$ cat src/rtl/iram_loader_pkg.sv
// Shared definitions for the IRAM program loader: FSM state encoding and stream framing constants.
package iram_loader_pkg;

  typedef enum logic [2:0] {
    StIdle   = 3'd0,
    StHdrLo  = 3'd1,
    StDataHi = 3'd2,
    StDataLo = 3'd3,
    StWrite  = 3'd4,
    StChk    = 3'd5,
    StDone   = 3'd6,
    StErr    = 3'd7
  } state_e;

  // Count header is two bytes, each instruction word is two bytes, both big-endian.
  localparam int unsigned HDR_BYTES      = 2;
  localparam int unsigned BYTES_PER_WORD = 2;

endpackage

$ cat src/rtl/iram_loader.sv
// IRAM loader: takes a big-endian byte stream (16-bit word count, then the words), writes each
// word into instruction RAM at 0..N-1 and raises core_start once the image is in.
// Optional: define IRAM_LOADER_CHECKSUM_EN to require a trailing XOR-of-data-bytes checksum byte.
module iram_loader
  import iram_loader_pkg::*;
#(
  parameter int unsigned ADDR_W = 9,
  parameter int unsigned DEPTH  = 512
) (
  input  logic              clock,
  input  logic              rst_n,
  input  logic [7:0]        rx_data,
  input  logic              rx_valid,
  output logic              rx_ready,
  output logic              iram_we,
  output logic [ADDR_W-1:0] iram_addr,
  output logic [15:0]       iram_wdata,
  output logic              core_start,
  output logic              busy,
  output logic              error
);

  state_e            state_q, state_d;
  logic [15:0]       cnt_q, cnt_d;
  logic [7:0]        hi_q, hi_d;
  logic [ADDR_W:0]   idx_q, idx_d;
  logic [ADDR_W:0]   idx_inc;
  logic [ADDR_W-1:0] addr_q, addr_d;
  logic [15:0]       wdata_q, wdata_d;
  logic [15:0]       hdr_cnt;
  logic              accept;
  state_e            last_word_next;

  // Output flags are registered from the next state so every port is a flop output.
  logic ready_q, ready_d;
  logic we_q, we_d;
  logic start_q, start_d;
  logic busy_q, busy_d;
  logic error_q, error_d;

`ifdef IRAM_LOADER_CHECKSUM_EN
  logic [7:0] xor_q, xor_d;
  assign last_word_next = StChk;
`else
  assign last_word_next = StDone;
`endif

  assign accept  = rx_valid && ready_q;
  assign idx_inc = idx_q + {{ADDR_W{1'b0}}, 1'b1};
  assign hdr_cnt = {cnt_q[15:8], rx_data};

  // Next-state logic: header capture, byte-to-word assembly and write sequencing.
  always_comb begin
    state_d = state_q;
    cnt_d   = cnt_q;
    hi_d    = hi_q;
    idx_d   = idx_q;
    addr_d  = addr_q;
    wdata_d = wdata_q;
`ifdef IRAM_LOADER_CHECKSUM_EN
    xor_d   = xor_q;
`endif
    case (state_q)
      StIdle: begin
`ifdef IRAM_LOADER_CHECKSUM_EN
        xor_d = '0;
`endif
        if (accept) begin
          cnt_d[15:8] = rx_data;
          state_d     = StHdrLo;
        end
      end
      StHdrLo: begin
        if (accept) begin
          cnt_d[7:0] = rx_data;
          idx_d      = '0;
          if (hdr_cnt == 16'd0 || hdr_cnt > 16'(DEPTH)) state_d = StErr;
          else                                          state_d = StDataHi;
        end
      end
      StDataHi: begin
        if (accept) begin
          hi_d    = rx_data;
          state_d = StDataLo;
`ifdef IRAM_LOADER_CHECKSUM_EN
          xor_d   = xor_q ^ rx_data;
`endif
        end
      end
      StDataLo: begin
        if (accept) begin
          addr_d  = idx_q[ADDR_W-1:0];
          wdata_d = {hi_q, rx_data};
          state_d = StWrite;
`ifdef IRAM_LOADER_CHECKSUM_EN
          xor_d   = xor_q ^ rx_data;
`endif
        end
      end
      StWrite: begin
        idx_d   = idx_inc;
        // idx stops at cnt, so the address never wraps.
        state_d = (16'(idx_inc) == cnt_q) ? last_word_next : StDataHi;
      end
      StChk: begin
`ifdef IRAM_LOADER_CHECKSUM_EN
        if (accept) state_d = (rx_data == xor_q) ? StDone : StErr;
`else
        state_d = StErr;
`endif
      end
      StDone, StErr: ;
      default: state_d = StErr;
    endcase
  end

  // Output decode of the next state, registered below.
  always_comb begin
    ready_d = 1'b0;
    we_d    = 1'b0;
    start_d = 1'b0;
    busy_d  = 1'b1;
    error_d = 1'b0;
    case (state_d)
      StIdle:                             begin ready_d = 1'b1; busy_d = 1'b0; end
      StHdrLo, StDataHi, StDataLo, StChk: ready_d = 1'b1;
      StWrite:                            we_d = 1'b1;
      StDone:                             begin start_d = 1'b1; busy_d = 1'b0; end
      StErr:                              begin error_d = 1'b1; busy_d = 1'b0; end
      default:                            ;
    endcase
  end

  // State and output registers with synchronous active-low reset.
  always_ff @(posedge clock) begin
    if (!rst_n) begin
      state_q <= StIdle;
      cnt_q   <= '0;
      hi_q    <= '0;
      idx_q   <= '0;
      addr_q  <= '0;
      wdata_q <= '0;
      ready_q <= 1'b0;
      we_q    <= 1'b0;
      start_q <= 1'b0;
      busy_q  <= 1'b0;
      error_q <= 1'b0;
`ifdef IRAM_LOADER_CHECKSUM_EN
      xor_q   <= '0;
`endif
    end else begin
      state_q <= state_d;
      cnt_q   <= cnt_d;
      hi_q    <= hi_d;
      idx_q   <= idx_d;
      addr_q  <= addr_d;
      wdata_q <= wdata_d;
      ready_q <= ready_d;
      we_q    <= we_d;
      start_q <= start_d;
      busy_q  <= busy_d;
      error_q <= error_d;
`ifdef IRAM_LOADER_CHECKSUM_EN
      xor_q   <= xor_d;
`endif
    end
  end

  assign rx_ready   = ready_q;
  assign iram_we    = we_q;
  assign iram_addr  = addr_q;
  assign iram_wdata = wdata_q;
  assign core_start = start_q;
  assign busy       = busy_q;
  assign error      = error_q;

endmodule

$ cat config.mk
export PLATFORM = sky130hd
export DESIGN_NAME = iram_loader
export DESIGN_NICKNAME = d
export VERILOG_FILES = /design/src/rtl/iram_loader_pkg.sv /design/src/rtl/iram_loader.sv
export SDC_FILE = /design/constraint.sdc
export NUM_CORES = 1
export LEC_CHECK = 0
export CAP_MARGIN = 20
export CORE_ASPECT_RATIO = 1.4
export CORE_MARGIN = 1
export CORE_UTILIZATION = 59
export DETAILED_ROUTE_END_ITERATION = 16
export PLACE_DENSITY = 0.84
export SETUP_SLACK_MARGIN = 0.5
export SYNTH_ARGS = -nofsm -noshare
export SYNTH_HDL_FRONTEND = slang
export SYNTH_SLANG_ARGS = --single-unit
export TNS_END_PERCENT = 20
$ cat constraint.sdc
create_clock -name clock -period 5.8 [get_ports clock]
set_clock_uncertainty 0.2 [all_clocks]
set_input_delay 1.16 -clock clock [delete_from_list [all_inputs] [get_ports clock]]
set_output_delay 1.16 -clock clock [all_outputs]
set_load 0.01 [all_outputs]
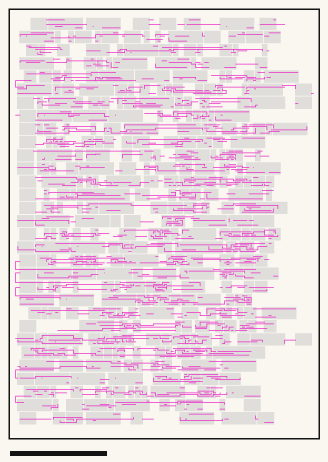
Fig. 1. M1 wires.
Scale bar: 20 um.
wire length on this layer: 2890 um
share of all routed wire: 43%
main direction: horizontal

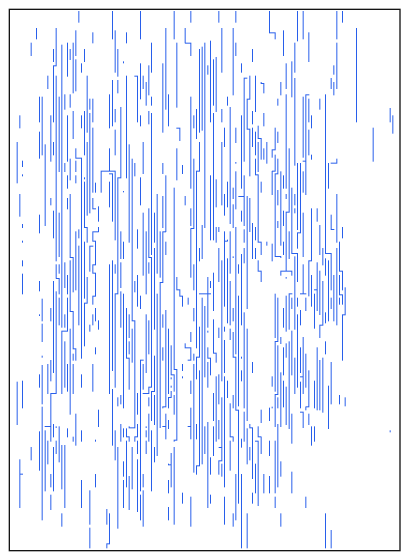
Fig. 2. Met2 routing.
share of all routed wire: 50%
longest straight run: 46.2 um

==> flow_metrics.tcl <==
# flow metrics
set metrics [dict create \
    cp-end-kind "register" \
    ys_async_sr_fraction_pct 0 \
    num-multi-input-gates 273 \
    track_usage_pct 25.2 \
    finalCriticalPeriod_ps 3510 \
    grt_pass1_vias 2250 \
    setup_slack_ps 2290 \
    antenna_found_initial 0 \
    top_area_share_pct 42.5 \
    sh_seq_area_pct 36.0 \
    reg2reg_slack_ps 3200 \
    synthAoiAreaFrac_pct 20.4 \
    outcome "completed" \
    syn_inst 369 \
    drt_pass1_iterations 4 \
    portBuffers 40 \
    comb_share_pct 44.8 \
    cp.depth 6 \
    route.met2.wl_um 3370 \
    yosys_most_used_dff "dfxtp_1" \
    logic_family "simple AND/OR/NAND/NOR gates" \
    total_power_uw 1000 \
    path_class "primary input to register" \
    drt-initial-drc-count 151 \
    clkbuf_count 10 \
    ys_sh_xor_pct 3.05 \
    power_per_cell_area_nw_per_um2 269 \
    rows 31 \
    wl_per_cell_um 14.5 \
    crit_path_start_kind "primary input" \
    crit_slowest_cell "nand3_1" \
    busiest_layer "met2" \
    synthToLayoutAreaGrowth_pct 18.1 \
    clock_power_share_pct 43.7 \
    crit_arrival_ps 3530 \
    ff_count 67 \
    dieHeight_um 88.6 \
    vias_per_cell 5.65 \
    r2r_start "idx_q[0]" \
    worstRegToRegCells 7 \
    cp_top_family "simple AND/OR/NAND/NOR gates" \
    utilization_pct 72.3 \
    final_antenna_net_count 0 \
    yosys_cells 369 \
    p_int_uw 761 \
    grt_max_degree 61 \
    dp_slack_ps 1950 \
    cts_resized 0 \
    buf_share_pct 10.9 \
    hp-class "register to register" \
    dieArea_um2 5650 \
    fp_util_pct 61.2 \
    nNonClkInverters 0 \
    io_pins 41 \
    routabilityCongestion 0.828 \
    top_cells_by_area "dfxtp_1, a21boi_0, nand2_1" \
    wirelength_um 6700 \
    crit_chain "clkdlybuf4s50_1, nand2_1, nor2_1, nand3_1, nand2_1, a21boi_0" \
    ys_seq_share_pct 42.5 \
    seq_power_uw 483 \
    setup_violations 0 \
    top_cell "nand2_1" \
    drc 0 \
    leakagePower_uw 0.00130 \
    timing.fmax_ghz 0.285 \
    stdcell_area_um2 3730 \
    diodes 0 \
    syn-cell-area_um2 3160 \
    top_layer "met4" \
    cts.sinks 67 \
    r2r_end "rx_ready" \
    layout.area.comb_um2 1670 \
    final_cell_count_no_fill 463 \
    final_nets 404 \
    nNonClkBuffers 41 \
    post-place-cells 447 \
    grt_first_pass_wirelength_um 10900 \
]
-- cells by family (layout without fill, tap and decap cells) --
kind of cell             after synthesis  in the layout
AND-OR/OR-AND                         87             87
XOR/XNOR                              11             11
adder cells (fa/ha/maj)                1              1
buffers and inverters                 29             57
flip-flops                            67             67
multiplexers                           9              9
AND/OR/NAND/NOR                      165            165
-- worst min-delay path by stage --
| stage | slack, ps | from | cells after the start | end |
|---|---|---|---|---|
| CTS | 270 | cnt_q[15] | 2 | cnt_q[15] |
| detailed placement | 260 | cnt_q[15] | 2 | cnt_q[15] |
| finish | 260 | iram_wdata[3] | 2 | iram_wdata[3] |
| floorplan | 240 | hi_q[2] | 2 | iram_wdata[10] |
| global route | 290 | iram_addr[4] | 2 | iram_addr[4] |
| global placement | 250 | hi_q[5] | 2 | iram_wdata[13] |
